`config.mk`:
```
export PLATFORM = sky130hd
export DESIGN_NAME = if_stage
export DESIGN_NICKNAME = d
export VERILOG_FILES = /design/src/rtl/if_stage.sv
export SDC_FILE = /design/constraint.sdc
export NUM_CORES = 1
export LEC_CHECK = 0
export CAP_MARGIN = 15
export CORE_AREA = 2 2 99 101
export CTS_BUF_LIST = sky130_fd_sc_hd__clkbuf_4 sky130_fd_sc_hd__clkbuf_8
export DETAILED_ROUTE_END_ITERATION = 10
export DIE_AREA = 0 0 101 103
export PLACE_DENSITY = 0.65
export RECOVER_POWER = 50
export SYNTH_ARGS = -nofsm -noshare
export SYNTH_HDL_FRONTEND = slang
export SYNTH_SLANG_ARGS = --single-unit
```
`constraint.sdc`:
```
create_clock -name clk -period 2.2 [get_ports clk]
set_input_delay 0.22 -clock clk [delete_from_list [all_inputs] [get_ports clk]]
set_output_delay 0.22 -clock clk [all_outputs]
set_load 0.02 [all_outputs]
```
`src/rtl/if_stage.sv`:
```
// -----------------------------------------------------------------------------
// if_stage -- instruction-fetch stage of the 16-bit pipeline.
//
// Owns the program counter, issues one word read at a time to instruction
// memory, and loads the IF/ID pipeline register. Obeys stall requests from
// hazard detection, redirects on taken branches from EX, and stops fetching
// after a HLT instruction (opcode 4'b1111).
//
// Ports:
//   clk, rst_n       clock; asynchronous active-low reset
//   pc_write         PC may advance (hazard detection)
//   if_id_write      IF/ID may load (hazard detection)
//   branch_taken     one-cycle redirect pulse from EX
//   branch_target    redirect PC, valid with branch_taken
//   imem_req         read request, high only while in REQ
//   imem_addr        read address (the PC register)
//   imem_valid       read data valid, at least one cycle after imem_req
//   imem_rdata       instruction word
//   if_id_instr      IF/ID instruction
//   if_id_pc_plus1   IF/ID PC+1 of that instruction
//   if_id_valid      IF/ID holds a real instruction (0 = bubble)
//   halted           high while halted after a HLT
//
// Handshake: a request is a single-cycle imem_req pulse with imem_addr. The
// stage then waits (WAIT) for exactly one imem_valid cycle carrying the word.
// Only one request is ever outstanding; imem_valid seen outside WAIT/DRAIN is
// ignored.
// -----------------------------------------------------------------------------
module if_stage #(
    parameter int                ADDR_W   = 16,
    parameter logic [ADDR_W-1:0] RESET_PC = '0
) (
    input  logic              clk,
    input  logic              rst_n,
    input  logic              pc_write,
    input  logic              if_id_write,
    input  logic              branch_taken,
    input  logic [ADDR_W-1:0] branch_target,
    output logic              imem_req,
    output logic [ADDR_W-1:0] imem_addr,
    input  logic              imem_valid,
    input  logic [15:0]       imem_rdata,
    output logic [15:0]       if_id_instr,
    output logic [ADDR_W-1:0] if_id_pc_plus1,
    output logic              if_id_valid,
    output logic              halted
);

    typedef enum logic [2:0] {
        START = 3'd0,
        REQ   = 3'd1,
        WAIT  = 3'd2,
        HOLD  = 3'd3,
        DRAIN = 3'd4,
        HALT  = 3'd5
    } state_t;

    state_t            state;
    logic [ADDR_W-1:0] pc;
    logic [15:0]       hold_buf;

    logic [ADDR_W-1:0] pc_plus1;
    logic              advance;
    logic              outstanding;
    logic              do_load;
    logic [15:0]       load_word;

    // Wraps modulo 2^ADDR_W by construction.
    assign pc_plus1 = pc + {{(ADDR_W-1){1'b0}}, 1'b1};

    assign advance  = pc_write & if_id_write;

    // A memory read is still in flight if we are issuing it now or are
    // waiting for it and it does not complete this cycle. A flush in that
    // situation must drain the stale word before issuing a new request.
    assign outstanding = (state == REQ) |
                         (((state == WAIT) | (state == DRAIN)) & ~imem_valid);

    assign do_load   = advance & (((state == WAIT) & imem_valid) | (state == HOLD));
    assign load_word = (state == HOLD) ? hold_buf : imem_rdata;

    assign imem_req  = (state == REQ);
    assign imem_addr = pc;

    always_ff @(posedge clk or negedge rst_n) begin
        if (!rst_n) begin
            state          <= START;
            pc             <= RESET_PC;
            hold_buf       <= '0;
            if_id_instr    <= '0;
            if_id_pc_plus1 <= '0;
            if_id_valid    <= 1'b0;
            halted         <= 1'b0;
        end else if (branch_taken) begin
            // Flush wins over everything, including a same-cycle accept.
            pc             <= branch_target;
            hold_buf       <= '0;
            if_id_instr    <= '0;
            if_id_pc_plus1 <= '0;
            if_id_valid    <= 1'b0;
            halted         <= 1'b0;
            state          <= outstanding ? DRAIN : REQ;
        end else if (do_load) begin
            if_id_instr    <= load_word;
            if_id_pc_plus1 <= pc_plus1;
            if_id_valid    <= 1'b1;
            pc             <= pc_plus1;
            if (load_word[15:12] == 4'b1111) begin
                state  <= HALT;
                halted <= 1'b1;
            end else begin
                state  <= REQ;
            end
        end else begin
            case (state)
                START: state <= REQ;
                REQ:   state <= WAIT;
                WAIT: begin
                    // Word arrived while stalled: park it until the stall lifts.
                    if (imem_valid) begin
                        hold_buf <= imem_rdata;
                        state    <= HOLD;
                    end
                end
                HOLD:  state <= HOLD;
                DRAIN: begin
                    if (imem_valid) state <= REQ;
                end
                HALT:  state <= HALT;
                default: state <= START;
            endcase
        end
    end

endmodule

```
==> summary.txt <==
yosys + openroad results -> status finished, final reports clean, Die Y 103 um, initial antenna violation count 0, Detail Placement HPWL between 6000 and 7000 um, mux share 0.0894, invs w/o clock 3, Post-synth EDFFs 0, met2 routed WL 4060 um, DR DRC count 0, vias 2854, yosys stat area approximately 3600 um2, Adder Area Share 0.00346, setup slack, reg-to-reg 0.32 ns, crit path from state[1]$_DFFE_PN0P_, dpl cells roughly 530, met1 usage 0.242, Mean Syn Cell Area 10.4 um2, met1 WL 4100 um, Core Rows 36, CTS Hold Bufs 1, Non-Clock Buffer Count between 100 and 150, final WL 8640 um, Static Leakage 2.10 nW, Post-synth seq share 0.478, total track usage 0.171, post-synthesis cell type count approximately 47, Clock transition at path regs approximately 0.08 ns, buffer count from post-CTS setup fixing 0, Comb area share 0.360, met3 routed WL roughly 340 um, internal power between 0.002 and 0.0025 W, flop share of the area 0.359, Syn Std Cell Area 3610 um2, Main logic family simple AND/OR/NAND/NOR gates, top power group sequential cells, fin cells 549, Hold Path Sink if_id_pc_plus1[0]$_DFFE_PN0P_, max cap viols 0, #MultiIn Comb 246, Gate Area 1730 um2, core outline area 9460 um2, crit-path max FO 9, Hold Path Stages 2, Reg area between 1500 and 2000 um2, yosys warns 0, fraction of area in clock buffers and inverters 0.0427, Layout non-clock buf frac 0.206, die area 10400 um2, main flop type dfrtp_1, Diodes inserted 0, Post-synth ARST share 1.00, Top cells excl fill/tap dfrtp_1 (69), clkdlybuf4s50_1 (62), nor2_1 (49), yosys xor share 0.0533, Final GP Congestion about 0.81, clock share of power 0.290, sequential group share of total power 0.425, most common cell in the synthesized netlist dfrtp_1, post-cts resize count 0, largest class multi-input combinational cells, max layer used met4, clk sinks 69, slowest cell on the critical path clkdlybuf4s50_1, GRT overflow 0, crit-path cells nor3b_1 -> clkdlybuf4s50_1, Tap Count approximately 110, Final Max Slew Viols 0, CTS tree yes, Flop+latch power 0.00157 W, syn_nets a little under 400, unrepaired setup endpoints after global routing no, PD cells 765 nW/um2, logic gate share of total power 0.285, CTS max path bufs 2, setup violators final 0, Hold Violations, Final 0, largest net degree at the start of global routing around 44, nature of the critical path startpoint flop, Synth top area share 0.478, met2 usage 0.267, Post-Syn Instances between 300 and 400, sw frac 0.329, met3 Use GR 0.0237, clock root buffer clkbuf_8, Slew HR 0.0509, Registers, synthesis just under 70, per-cell routed wire length 15.7 um, clk_skew 0.0128 ns, Filler Cell Count 899, WP data arrival between 1.5 and 2 ns, CP Class reg2out, Critical R2R Capture imem_addr[13]$_DFFE_PN0P_, P&R area growth vs syn 33.2%, worst endpoint required time a little under 2 ns, Critical Path Sink imem_req, worst min path class in2reg, worst vdd ir 0.313 mV, Final nets 469, crit end category primary output, first-pass GRT wire length 13800 um, Largest cells by area dfrtp_1 (48%), mux2i_1 (8.3%), a211oi_1 (6.0%), aoi/oai-family share of the synthesized area 0.126
[stage by stage]
step	area (um2)	power (W)	setup WS (ns)	hold WS [ns]
after detailed placement	4600	0.00266	0.166	0.262
after CTS	4810	0.00374	0.234	0.347
after global placement	4600	0.00265	0.199	0.253
after global routing	4810	0.00387	0.132	0.403
after floorplan	3610	0.00224	0.343	-0.0756
final	4810	0.00368	0.252	0.353
[flip-flops by register name, summed over array words and instances, names as in the netlist]
register / count
imem_addr: 16
state: 3
hold_buf: 16
if_id_pc_plus1: 16
if_id_instr: 16
if_id_valid: 1
halted: 1
[critical path: cells and delay by family, from the launching register on]
| kind | cells | cell delay [ns] |
|---|---|---|
| flip-flops | 1 | 0.51 |
| buffers and inverters | 1 | 0.65 |
| AND/OR/NAND/NOR | 1 | 0.22 |
Wiring by layer:
Two of the layers only.
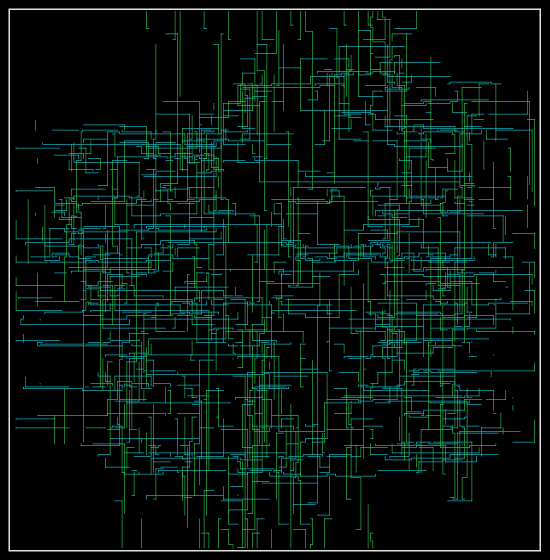
legend:
  cyan:
    layer: met1
    wire_length: 4100 um
  green:
    layer: met2
    wire_length: 4060 um

Sequential cells grouped by signal name:
Bar = 20 um. Other sequential cells in the stronger gray, the rest of the logic in the fainter gray.
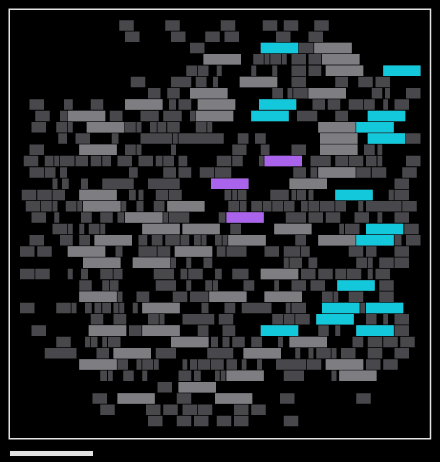
legend:
  purple:
    netlist_name: state
    placed_flops: 3
  cyan:
    netlist_name: if_id_instr
    placed_flops: 16
not colored: 50

Pin map:
Pins as bars across the die edge, other pins in gray.
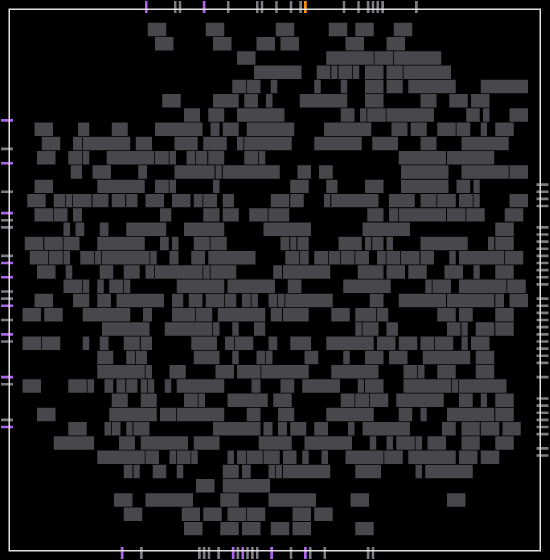
legend:
  orange:
    port: imem_req
    pins: 1
    direction: output
    edge: top
  purple:
    port: branch_target
    pins: 16
    direction: input
    edge: 9 left, 5 bottom, 2 top
all pins by edge: 32 right, 20 left, 19 bottom, 18 top

Clock routing:
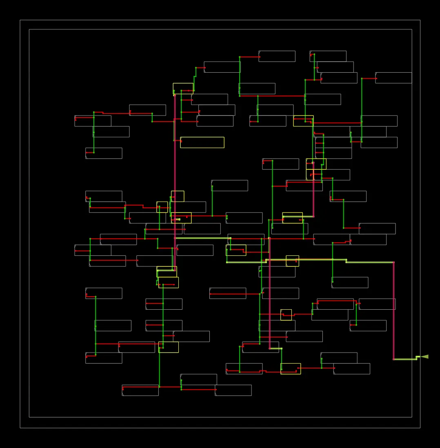
Flops: 69
clock-net power: 0.00107 W
clk_buf instances: 11
Late-Pin Clk Latency: 0.35 ns

Gate-type map:
Bar = 20 um.
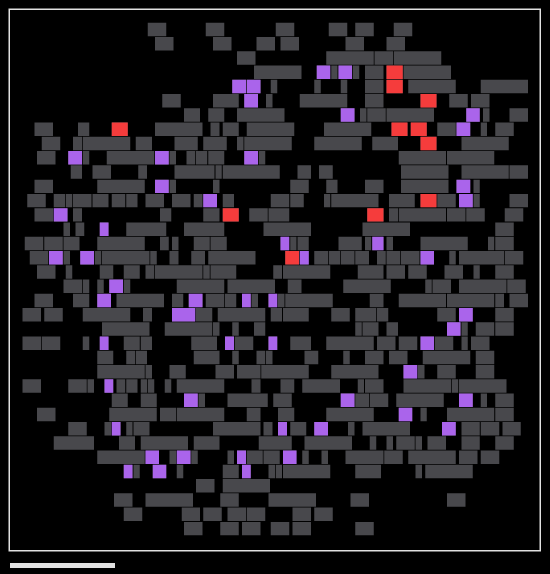
legend:
  purple:
    family: inverting AOI/OAI gates
    cells: 52
    where: all over the die
  red:
    family: AND-OR and OR-AND gates
    cells: 11

No activity file was given, so power comes from the tool's default toggle rates.
